File: src/rtl/pc_seq_pkg.sv
// Shared types and constants for the next-PC sequencer: FSM states,
// redirect-source encoding and the sequential PC step.
package pc_seq_pkg;

  typedef enum logic [1:0] {
    BOOT = 2'd0,
    RUN  = 2'd1,
    HALT = 2'd2
  } state_t;

  typedef enum logic [2:0] {
    REDIR_NONE   = 3'd0,
    REDIR_TRAP   = 3'd1,
    REDIR_MRET   = 3'd2,
    REDIR_JUMP   = 3'd3,
    REDIR_BRANCH = 3'd4
  } redir_t;

  localparam logic [31:0] PC_STEP = 32'd4;

endpackage

File: src/rtl/pc_redirect_arbiter.sv
// Combinational fixed-priority select among trap, mret, jump and branch;
// returns the winning source and its raw (unaligned) target.
module pc_redirect_arbiter
  import pc_seq_pkg::*;
#(
  parameter logic [31:0] TRAP_VECTOR = 32'h0000_0100
) (
  input  logic        trap_req,
  input  logic        mret_req,
  input  logic        jump_valid,
  input  logic [31:0] jump_target,
  input  logic        branch_taken,
  input  logic [31:0] branch_target,
  input  logic [31:0] mepc,
  output redir_t      src,
  output logic [31:0] target
);

  always_comb begin
    src    = REDIR_NONE;
    target = 32'h0;
    if (trap_req) begin
      src    = REDIR_TRAP;
      target = TRAP_VECTOR;
    end else if (mret_req) begin
      src    = REDIR_MRET;
      target = mepc;
    end else if (jump_valid) begin
      src    = REDIR_JUMP;
      target = jump_target;
    end else if (branch_taken) begin
      src    = REDIR_BRANCH;
      target = branch_target;
    end
  end

endmodule

File: src/rtl/pc_sequencer.sv
// Next-PC controller: BOOT/RUN/HALT FSM, redirect arbitration, mepc, flush
// and redirect counter. Optional PC_SEQ_MISALIGN_CHECK_EN turns misaligned
// targets into traps and adds the misalign_trap output.
module pc_sequencer
  import pc_seq_pkg::*;
#(
  parameter logic [31:0] RESET_VECTOR = 32'h0000_0000,
  parameter logic [31:0] TRAP_VECTOR  = 32'h0000_0100
) (
  input  logic        clk,
  input  logic        rst,
  input  logic [31:0] current_pc,
  output logic [31:0] next_pc,
  output logic        fetch_req,
  input  logic        fetch_ack,
  input  logic        stall,
  input  logic        branch_taken,
  input  logic [31:0] branch_target,
  input  logic        jump_valid,
  input  logic [31:0] jump_target,
  input  logic        trap_req,
  input  logic        mret_req,
  input  logic        halt_req,
  input  logic        resume,
  output logic        flush,
  output logic [31:0] mepc,
`ifdef PC_SEQ_MISALIGN_CHECK_EN
  output logic        misalign_trap,
`endif
  output logic [15:0] redirect_cnt
);

  state_t      state_reg, state_next;
  logic [31:0] mepc_reg, mepc_next;
  logic        mepc_load;
  logic        flush_reg;
  logic [15:0] cnt_reg;
  logic        take;
  redir_t      arb_src;
  logic [31:0] arb_target;
`ifdef PC_SEQ_MISALIGN_CHECK_EN
  logic        misalign_reg, misalign_hit;
`endif

  pc_redirect_arbiter #(.TRAP_VECTOR(TRAP_VECTOR)) u_arb (
    .trap_req      (trap_req),
    .mret_req      (mret_req),
    .jump_valid    (jump_valid),
    .jump_target   (jump_target),
    .branch_taken  (branch_taken),
    .branch_target (branch_target),
    .mepc          (mepc_reg),
    .src           (arb_src),
    .target        (arb_target)
  );

  always_comb begin
    state_next = state_reg;
    next_pc    = current_pc;
    fetch_req  = 1'b0;
    take       = 1'b0;
    mepc_load  = 1'b0;
    mepc_next  = current_pc;
`ifdef PC_SEQ_MISALIGN_CHECK_EN
    misalign_hit = 1'b0;
`endif
    case (state_reg)
      BOOT: begin
        next_pc    = RESET_VECTOR;
        state_next = RUN;
      end
      RUN: begin
        fetch_req = 1'b1;
        if (arb_src == REDIR_TRAP) begin
          take      = 1'b1;
          next_pc   = TRAP_VECTOR;
          mepc_load = 1'b1;
        end else if (arb_src != REDIR_NONE) begin
          take = 1'b1;
`ifdef PC_SEQ_MISALIGN_CHECK_EN
          // A misaligned target becomes a trap that records the bad target.
          if (arb_target[1:0] != 2'b00) begin
            next_pc      = TRAP_VECTOR;
            mepc_load    = 1'b1;
            mepc_next    = arb_target;
            misalign_hit = 1'b1;
          end else begin
            next_pc = arb_target;
          end
`else
          next_pc = arb_target & ~32'h3;
`endif
        end else if (halt_req) begin
          state_next = HALT;
        end else if (!stall && fetch_ack) begin
          next_pc = current_pc + PC_STEP;
        end
      end
      HALT: begin
        if (arb_src == REDIR_TRAP) begin
          take       = 1'b1;
          next_pc    = TRAP_VECTOR;
          mepc_load  = 1'b1;
          state_next = RUN;
        end else if (resume) begin
          state_next = RUN;
        end
      end
      default: begin
        next_pc    = RESET_VECTOR;
        state_next = BOOT;
      end
    endcase
  end

  always_ff @(posedge clk or posedge rst) begin
    if (rst) begin
      state_reg <= BOOT;
      mepc_reg  <= 32'h0;
      flush_reg <= 1'b0;
      cnt_reg   <= 16'h0;
    end else begin
      state_reg <= state_next;
      flush_reg <= take;
      if (mepc_load) mepc_reg <= mepc_next;
      if (take) cnt_reg <= cnt_reg + 16'd1;
    end
  end

`ifdef PC_SEQ_MISALIGN_CHECK_EN
  always_ff @(posedge clk or posedge rst) begin
    if (rst) misalign_reg <= 1'b0;
    else     misalign_reg <= misalign_hit;
  end
  assign misalign_trap = misalign_reg;
`endif

  assign flush        = flush_reg;
  assign mepc         = mepc_reg;
  assign redirect_cnt = cnt_reg;

endmodule

File: config.mk
export PLATFORM = sky130hd
export DESIGN_NAME = pc_sequencer
export DESIGN_NICKNAME = d
export VERILOG_FILES = /design/src/rtl/pc_seq_pkg.sv /design/src/rtl/pc_redirect_arbiter.sv /design/src/rtl/pc_sequencer.sv
export SDC_FILE = /design/constraint.sdc
export NUM_CORES = 1
export LEC_CHECK = 0
export ABC_AREA = 1
export CELL_PAD_IN_SITES_DETAIL_PLACEMENT = 1
export CELL_PAD_IN_SITES_GLOBAL_PLACEMENT = 1
export CORE_MARGIN = 2
export CORE_UTILIZATION = 29
export DETAILED_ROUTE_END_ITERATION = 7
export PLACE_DENSITY = 0.77
export SETUP_SLACK_MARGIN = 0.2
export SLEW_MARGIN = 5
export SYNTH_ARGS = -nofsm -noshare
export SYNTH_HDL_FRONTEND = slang
export SYNTH_SLANG_ARGS = --single-unit
File: constraint.sdc
create_clock -name clk -period 2.59 [get_ports clk]
set_clock_uncertainty 0.2 [all_clocks]
set_input_delay 0.518 -clock clk [delete_from_list [all_inputs] [get_ports clk]]
set_output_delay 0.518 -clock clk [all_outputs]
set_load 0.005 [all_outputs]
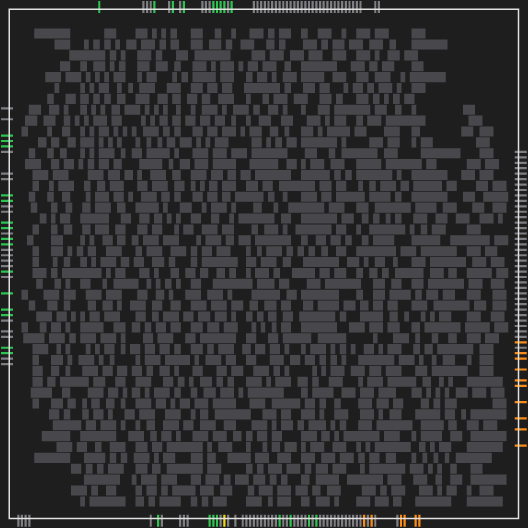
**Above:** run 1 (ports around the boundary).
Drawn at 4 px/µm. Pins as bars across the die edge, other pins in grey.
Green shows `next_pc`, pins 32, direction output, edge 15 left, 9 top, 8 bottom. Orange shows `redirect_cnt`, pins 16, direction output, edge 10 right, 6 bottom. Yellow shows `trap_req`, pins 1, direction input, edge bottom.
All pins by edge: 59 bottom, 50 top, 46 right, 33 left.

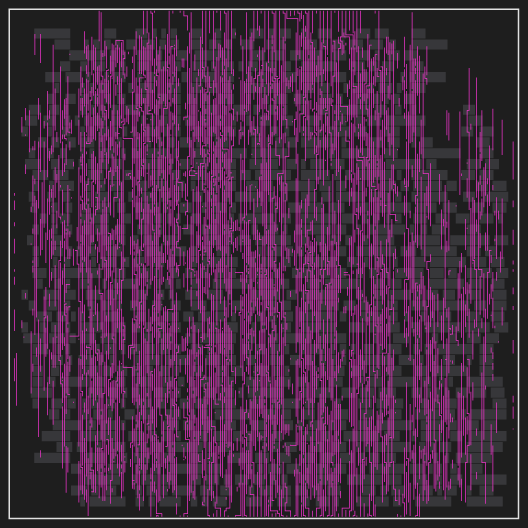
**Above:** run 1 (M2 wires).
Drawn at 4 px/µm. Cells faint in the background.
The longest straight run is 60.5 µm. The layer carries 15400 µm of wire. The wires run mostly vertical.
met2 GRT Util: 57.8%
WL final: 32600 µm
via count: 7223

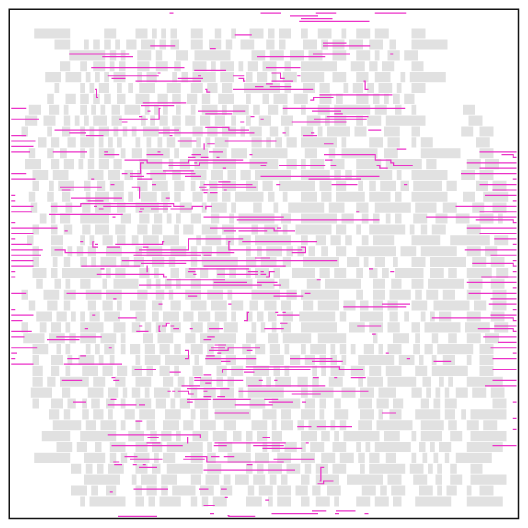
**Above:** run 1 (metal 3).
Drawn at 4 px/µm. Cells faint in the background.
The layer carries 2510 µm of wire. The layer holds 7.7% of the routed length. The longest straight run is 57.3 µm. The wires run mostly horizontal. 263 nets have wire on it.

==> results_slide.txt, run 1 <==
Physical Implementation Snapshot

Yosys
  • # Cells Yosys: 669
  • Mapped Area: 4380 µm²
  • Post-synth top cells: nand2_1 (197), a21oi_1 (90), inv_1 (55)
  • Cell Type Count: 33
  • Yosys stat chip area: around 4400 µm²
  • FF+latch count, synth: between 50 and 60
  • Post-Synth AOI/OAI Area: between 20 and 25%
  • Yosys adder share: about 1.7%
  • Post-Syn Nets: 781
  • Main logic family: simple AND/OR/NAND/NOR gates
  • Count leader, synth: nand2_1

Global route
  • Largest net degree at the start of global routing: 60
  • Vias in the first global route: 7182
  • Initial antenna violation count: 1

Cells and area
  • P&R area growth vs syn: 109%
  • Finished Core Util: 62.6%
  • Most numerous logic cells after layout: nand2_1 (138), buf_4 (135), clkdlybuf4s50_1 (115)
  • Top cell excl fill/tap: nand2_1
  • Clock network area share: 1.66%
  • Comb area share: 40.1%
  • Buffering overhead: 39.1%
  • Max reg flops: 32
  • Num sequential: 51
  • Logic area: ~3700 µm²

Clock network
  • Clk sinks: 51
  • Root buf cell: clkbuf_16
  • CTS Buf Count: 5
  • Clock Tree Buf Depth: 2

Critical path
  • Crit path top cell by count: nor2_4
  • Crit path launch type: primary input
  • Worst reg2reg setup slack: 290 ps
  • WP data required: 1870 ps
  • CP Cell Sequence: buf_8 > buf_4 > inv_2 > nor2_4 > nand2_4 > nor2_4 > nand2_4 > nor2_4 > nand3_2 > nand3_2 > nand2_2 > a21oi_2 > buf_2
  • CP Class: primary input to output port
  • Worst Setup End Kind: output port

Floorplan
  • I/O pin cnt: 188
  • FP Util: 29.9%
  • Die X: 127 µm
  • Tap cells: 184
  • Cell Rows: 44
  • Die ar.: 16100 µm²

Power and ir drop
  • Max IR drop VDD: 0.373 mV
  • Pwr dens: 678 nW/µm²

Place
  • Total placed cells including tap cells: between 1000 and 1500
  • Hpwl dp: 18100 µm

Timing
  • Final WS setup: -222 ps
  • Final setup viols: 28
  • Headroom to the max-slew limit: 67.3%
  • Final Cycle Share: 109%

Hold path
  • Hold endpoint: redirect_cnt[15]

Routing
  • Post-DRT Antenna Nets: 0
  • Initial detailed-routing violation count: 617

Outcome
  • Violations in the final reports: negative setup slack
  • Status: finished with violations

Job
  • Log Warnings: 35
## run 1: metrics by stage
stage	area, µm²	setup slack [ps]
CTS	8580	-89.2
floorplan	4380	336
detailed placement	7400	-942
finish	9170	-222
global route	9170	-246
global placement	7400	-913
## run 1: worst max-delay path by stage
| stage | startpoint | endpoint | slack (ps) |
|---|---|---|---|
| finish | current_pc[2] | next_pc[29] | -220 |
| floorplan | state_reg[0] | next_pc[15] | 340 |
| CTS | current_pc[3] | next_pc[24] | -90 |
| detailed placement | fetch_ack | next_pc[11] | -940 |
| global route | current_pc[14] | next_pc[22] | -250 |
| global placement | current_pc[2] | next_pc[24] | -910 |
## run 1: power by group
part | internal [µW] | switching (µW) | leakage, µW
clock network | 372 | 401 | 0.0000723
registers | 1120 | 388 | 0.000628
logic | 1890 | 2050 | 0.00332
total | 3380 | 2840 | 0.00402
## run 1: kinds of logic after synthesis
logic type,Yosys count
AOI/OAI and AO/OA,172
buffers and inverters,91
xor gates and xnor gates,16
adders and majority gates,6
muxes,6
DFF,51
and+or+nand+nor,327
## run 1: critical path, delay by kind of cell
family                 cells  cell delay [ps]
AND/OR/NAND/NOR            8              980
buffers and inverters      4              390
AND-OR/OR-AND              1              180
## run 1: per-layer routing
| layer | GRT usage, % | share of wire (%) | vias to the layer above |
|---|---|---|---|
| li1 | - | - | 2952 |
| met1 | 41.4 | 37 | 3539 |
| met3 | 4.43 | 7.7 | 200 |
| met4 | 15.3 | 8.0 | 0 |
| met2 | 57.8 | 47 | 532 |
| met5 | 0 | 0 | - |
## run 1: what timing repair did
item                                    4_1_cts  5_1_grt
endpoints found under the setup margin       33       35
hold buffers                                  0        0
setup buffers                                36       20
gates resized                               466      129
gates cloned                                  7        0
pin swaps                                   106       98
**Run 1: signal metal coverage by tile**

Drawn at 3 px/µm. The die is cut into 25 by 25 equal tiles; dark blue is low, red is high, scaled to the fullest tile. Values are wire area over tile area, all layers added.
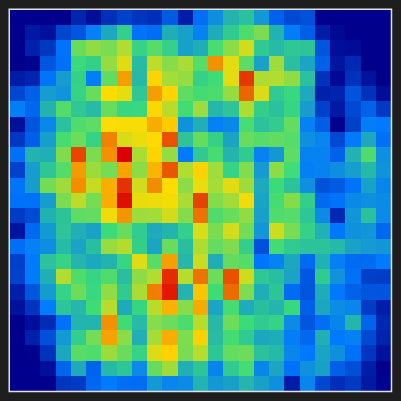

==> run 2: changes to the inputs <==
Settings changed: CORE_ASPECT_RATIO set to 1.25, CORE_UTILIZATION 29 to 44, DONT_BUFFER_PORTS set to 1, PLACE_DENSITY 0.77 to 0.78.
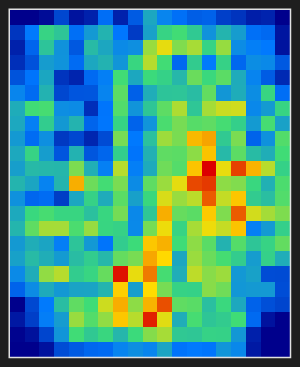
**Above:** run 2 (signal metal coverage by tile).
Drawn at 3 px/µm. The die is cut into 19 by 23 equal tiles; dark blue is low, red is high, scaled to the fullest tile. Values are wire area over tile area, all layers added.
The emptiest ninth of the die: upper left. 2.7% of the tiles are nearly empty. 33% of the tiles are over half the peak.
global-route usage over all layers: 32.4%
WL per Instance: 23.3 µm
WL final: 19000 µm
via count: 5125

==> results_slide.txt, run 2 <==
Physical Implementation Snapshot

Floorplan
  • Cell Rows: around 40
  • FP Util: between 40 and 50%
  • Die X: slightly above 90 µm
  • Die ar.: 10800 µm²
  • I/O pin cnt: 188

Global route
  • Vias in the first global route: around 5300
  • Met3 Usage GRT: 8.71%
  • Initial antenna violation count: 0
  • Met1 Resource Use GR: 37.3%
  • Largest net degree at the start of global routing: 47
  • Busiest layer in global routing: met2

Place
  • Hpwl dp: 12000 µm
  • I/O Buffers: 0

Routing
  • Uppermost layer routed: met4
  • Met2 WL: roughly 9500 µm
  • Post-DRT Antenna Nets: 0
  • Initial detailed-routing violation count: 293
  • Met3 WL: 1560 µm
  • Drc violations: 0
  • DRT met1 WL: 7240 µm

Yosys
  • Cell Type Count: 33
  • Yosys stat chip area: between 4000 and 5000 µm²
  • Mapped Area: 4380 µm²
  • Post-synth top cells: nand2_1 (197), a21oi_1 (90), inv_1 (55)
  • Count leader, synth: nand2_1
  • Area leader, netlist: dfrtp_1
  • FF+latch count, synth: 51
  • Post-Syn Nets: 781
  • # Cells Yosys: around 670

Timing
  • Final Cycle Share: a little over nine tenths
  • Final setup viols: 0
  • Slew @ Worst Pin: a little under 600 ps
  • Setup tns final: 0 ps
  • RSZ-0062 raised after global routing: yes
  • Headroom to the max-slew limit: 61.2%

Cells and area
  • Top cell excl fill/tap: nand2_1
  • Max reg flops: 32
  • Finished Core Util: 56.7%
  • P&R area growth vs syn: 24.9%
  • Most numerous logic cells after layout: nand2_1 (172), a21oi_1 (52), dfrtp_1 (51)

Job
  • Log Warnings: 35

Critical path
  • Crit path launch type: flop
  • CP Capture Point: next_pc[6]
  • WP data required: between 1500 and 2000 ps
  • Worst Setup SP: state_reg[1]
  • Worst Setup End Kind: output port
  • CP Cell Sequence: inv_2 > ha_4 > nand2_4 > buf_12 > a21oi_1 > nand2_1 > a21oi_2
  • CP Class: flop to output port
  • Worst reg2reg setup slack: 450 ps

Clock network
  • Root buf cell: clkbuf_16
  • Clk sinks: 51
  • Clock Tree Buf Depth: 2
  • CTS Buf Count: 5

Outcome
  • Status: completed

Hold path
  • Hold endpoint: mepc[11]

Power and ir drop
  • Pwr dens: 793 nW/µm²
  • Max IR drop VDD: 0.503 mV
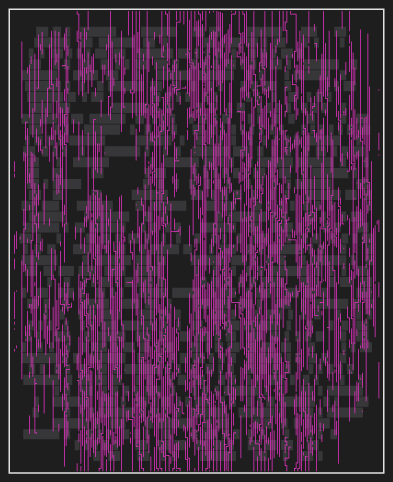
**Above:** run 2 (M2 wires).
Drawn at 4 px/µm. Cells faint in the background.
met2 GRT Util: 56.8%

-- run 2: cell counts after synthesis --
No cell type changed its count.
-- run 2: where the power goes --
part	total [µW]	leakage (µW)	switching (µW)	internal, µW
sequential	1480	0.000630	363	1120
clock	730	0.0000748	361	369
combinational	2130	0.00153	1290	840
-- run 2: layout make-up --
type | count | area, µm²
multi-input cells | 527 | 3120
fillers | 1254 | 4190
repair buffers | 45 | 541
clock buffers | 5 | 125
well taps | 126 | 158
clock inverters | 3 | 26.3
diodes | 1 | 2.50
flip-flops and latches | 51 | 1280
inverters | 58 | 229
-- run 2: critical path: cells and delay by family (launching register included) --
kind / cells / cell delay [ps]
and+or+nand+nor: 2 / 220
adders and majority gates: 1 / 160
AOI/OAI and AO/OA: 2 / 330
buffers and inverters: 2 / 290
DFF: 1 / 440
-- run 2: kinds of logic (layout without fill, tap and decap cells) --
| logic type | Yosys count | count (layout) | share of synthesized area (%) |
|---|---|---|---|
| compound gates | 172 | 172 | 22.6 |
| mux | 6 | 6 | 1.54 |
| xor+xnor | 16 | 16 | 3.20 |
| flops | 51 | 51 | 29.1 |
| buf+inv | 91 | 111 | 8.48 |
| fa+ha+maj | 6 | 6 | 1.71 |
| other cells | 0 | 1 | 0 |
| simple gates | 327 | 327 | 33.3 |
-- run 2: repair_timing --
| item | in CTS | in global routing |
|---|---|---|
| buffers inserted | 9 | 10 |
| hold buffers | 1 | 0 |
| endpoints found under the setup margin | 28 | 31 |
| pin swaps | 20 | 41 |
| endpoints found under the hold margin | 24 | 0 |
| gates resized | 70 | 60 |
| gates cloned | 2 | 4 |
-- run 2: stage by stage --
step,cells,setup slack [ps],area (µm²)
finish,816,137,5470
floorplan,669,336,4380
detailed placement,781,29.4,4570
global route,815,87.8,5470
CTS,801,187,5090
global placement,781,55.9,4570
Power figures rest on the tool's default switching activity, not on a simulated workload.
